Figure 1. Routed metal, one colour a layer.
Scale: 1 px per um. Two of the layers only.
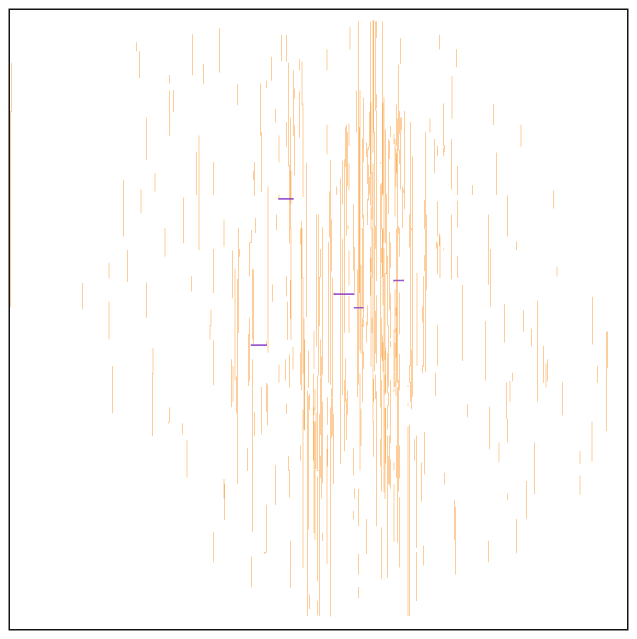
Figure 2. Routing congestion map.
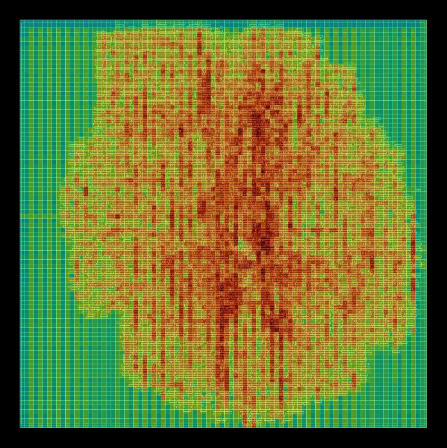
File: config.mk
export PLATFORM = sky130hd
export DESIGN_NAME = fc_feature_buffer
export DESIGN_NICKNAME = d
export VERILOG_FILES = /design/src/rtl/fc_feature_buffer.sv
export SDC_FILE = /design/constraint.sdc
export NUM_CORES = 2
export LEC_CHECK = 0
export CORE_AREA = 2 2 615 617
export DETAILED_ROUTE_END_ITERATION = 6
export DIE_AREA = 0 0 617 619
export PLACE_DENSITY = 0.59
export SKIP_CTS_REPAIR_TIMING = 1
export SLEW_MARGIN = 40
export SYNTH_ARGS = -nofsm -noshare
export SYNTH_HDL_FRONTEND = slang
export SYNTH_SLANG_ARGS = --single-unit
File: constraint.sdc
create_clock -name clk -period 5.5 [get_ports clk]
set_input_delay 1.1 -clock clk [delete_from_list [all_inputs] [get_ports clk]]
set_output_delay 1.1 -clock clk [all_outputs]
set_load 0.02 [all_outputs]
File: src/rtl/fc_feature_buffer.sv
// fc_feature_buffer
//   Double-buffered feature-vector store between the flatten stage and the
//   fully-connected layer. Upstream streams one frame of DEPTH words into the
//   write bank; the FC layer reads words by index from the read bank with a
//   one-cycle response and returns the bank with a release pulse.
//
// Ports
//   clk, reset              clock, asynchronous active-high reset
//   wr_data/valid/last      upstream word stream, wr_last marks end of frame
//   wr_ready                buffer accepts a word this cycle
//   rd_en, rd_addr          FC read request (word index)
//   rd_data, rd_valid       response, one cycle after an accepted request
//   rd_release              FC finished with the current read bank
//   frame_avail             current read bank holds a complete frame
//   frame_short             sticky: a frame ended early and was zero-padded
//   addr_err                sticky: a served read had rd_addr >= DEPTH
module fc_feature_buffer #(
   parameter int DEPTH      = 120,
   parameter int DATA_WIDTH = 16,
   localparam int AW        = $clog2(DEPTH)
) (
   input  logic                  clk,
   input  logic                  reset,
   input  logic [DATA_WIDTH-1:0] wr_data,
   input  logic                  wr_valid,
   input  logic                  wr_last,
   output logic                  wr_ready,
   input  logic                  rd_en,
   input  logic [AW-1:0]         rd_addr,
   output logic [DATA_WIDTH-1:0] rd_data,
   output logic                  rd_valid,
   input  logic                  rd_release,
   output logic                  frame_avail,
   output logic                  frame_short,
   output logic                  addr_err
);

   localparam logic [1:0]    W_FILL   = 2'd0;
   localparam logic [1:0]    W_PAD    = 2'd1;
   localparam logic [1:0]    W_WAIT   = 2'd2;
   localparam logic [AW-1:0] LAST_IDX = AW'(DEPTH - 1);

   logic [1:0]            state_q, state_d;
   logic                  wr_bank_q, wr_bank_d;
   logic                  rd_bank_q, rd_bank_d;
   logic [AW-1:0]         wr_idx_q, wr_idx_d;
   logic [1:0]            full_q, full_d;
   logic                  short_q, short_d;
   logic                  aerr_q, aerr_d;
   logic [DATA_WIDTH-1:0] rd_data_q, rd_data_d;
   logic                  rd_valid_q;

   logic [DATA_WIDTH-1:0] mem_q [2][DEPTH];

   logic                  wr_fire, mem_we, close, rel, rd_fire, addr_ok;
   logic [DATA_WIDTH-1:0] mem_wdata;

   // The state register resets to W_FILL, so ready is masked while reset is held.
   assign wr_ready    = (state_q == W_FILL) & ~reset;
   assign wr_fire     = wr_valid & wr_ready;
   assign frame_avail = full_q[rd_bank_q];
   assign rd_fire     = rd_en & frame_avail;
   assign rel         = rd_release & frame_avail;
   assign addr_ok     = {1'b0, rd_addr} < (AW + 1)'(DEPTH);

   always_comb begin
      state_d   = state_q;
      wr_bank_d = wr_bank_q;
      wr_idx_d  = wr_idx_q;
      full_d    = full_q;
      short_d   = short_q;
      mem_we    = 1'b0;
      mem_wdata = wr_data;
      close     = 1'b0;

      case (state_q)
         W_FILL: begin
            if (wr_fire) begin
               mem_we   = 1'b1;
               wr_idx_d = wr_idx_q + AW'(1);
               if (wr_idx_q == LAST_IDX) begin
                  close = 1'b1;
               end else if (wr_last) begin
                  short_d = 1'b1;
                  state_d = W_PAD;
               end
            end
         end
         W_PAD: begin
            // Zero-fill the tail of a short frame, one entry per cycle.
            mem_we    = 1'b1;
            mem_wdata = '0;
            wr_idx_d  = wr_idx_q + AW'(1);
            if (wr_idx_q == LAST_IDX) close = 1'b1;
         end
         W_WAIT: begin
            if (!full_q[wr_bank_q]) state_d = W_FILL;
         end
         default: state_d = W_FILL;
      endcase

      // Release and close never target the same bank (a bank being written
      // is never full), so both updates can be applied independently.
      if (rel) full_d[rd_bank_q] = 1'b0;
      if (close) begin
         full_d[wr_bank_q] = 1'b1;
         wr_idx_d          = '0;
         wr_bank_d         = ~wr_bank_q;
         state_d           = full_q[~wr_bank_q] ? W_WAIT : W_FILL;
      end
   end

   // Reads use the pre-release bank, so a read paired with a release is
   // served from the bank being returned.
   always_comb begin
      rd_bank_d = rel ? ~rd_bank_q : rd_bank_q;
      aerr_d    = aerr_q | (rd_fire & ~addr_ok);
      rd_data_d = rd_data_q;
      if (rd_fire) rd_data_d = addr_ok ? mem_q[rd_bank_q][rd_addr] : '0;
   end

   always_ff @(posedge clk or posedge reset) begin
      if (reset) begin
         state_q    <= W_FILL;
         wr_bank_q  <= 1'b0;
         rd_bank_q  <= 1'b0;
         wr_idx_q   <= '0;
         full_q     <= '0;
         short_q    <= 1'b0;
         aerr_q     <= 1'b0;
         rd_data_q  <= '0;
         rd_valid_q <= 1'b0;
      end else begin
         state_q    <= state_d;
         wr_bank_q  <= wr_bank_d;
         rd_bank_q  <= rd_bank_d;
         wr_idx_q   <= wr_idx_d;
         full_q     <= full_d;
         short_q    <= short_d;
         aerr_q     <= aerr_d;
         rd_data_q  <= rd_data_d;
         rd_valid_q <= rd_fire;
      end
   end

   // Storage needs no reset: the full bits gate every read.
   always_ff @(posedge clk) begin
      if (mem_we) mem_q[wr_bank_q][wr_idx_q] <= mem_wdata;
   end

   assign rd_data     = rd_data_q;
   assign rd_valid    = rd_valid_q;
   assign frame_short = short_q;
   assign addr_err    = aerr_q;

endmodule

==> results.cfg <==
; physical design summary
[run_status]
status = completed

[worst_setup_path]
path_depth = 10
crit_start = rd_bank_q
critPathMostFrequentCell = buf_12
start_kind = flop
r2r_setup_slack_ns = 1.21

[floorplanning]
chipArea_um2 = 382000
core-area_um2 = 375000
die_y_um = 619

[route]
route.met2.wl_um = 209000
wl_met1_um = 174000
wl_met3_um = 45200
antenna_left = 0

[synth]
ys_sh_aoi_pct = 3.47
yosysMostFrequentCell = edfxtp_1
common_cells = edfxtp_1, mux4_2, mux2i_1
syn_area_um2 = 149000

[sta]
fmax_ghz = 0.233
period_minus_slack_ns = 4.29
worst_slew_pin_slew_ns = 0.993
slew_headroom_pct = 33.1
post-route-period-util_pct = 78.1

[min_path]
min_path_type = reg -> reg

[power_and_ir_drop]
seq_power_share_pct = 52.5
clockPowerShare_pct = 40.4

[cells_and_area]
regMostFlops = mem_q

[global_routing]
antenna_found_initial = 25
Back to the opening pictures, Figure 1:
Purple stands for met5, wire length 65.1 um. Orange stands for met4, wire length 22.0 mm.

Back to the opening pictures, Figure 2:
post-layout util: 45.9%
GRT Resource Usage Total: 23.3%
gr busiest metal: met2
met3 Usage GRT: 4.95%
met2 GRT Util: 36.5%

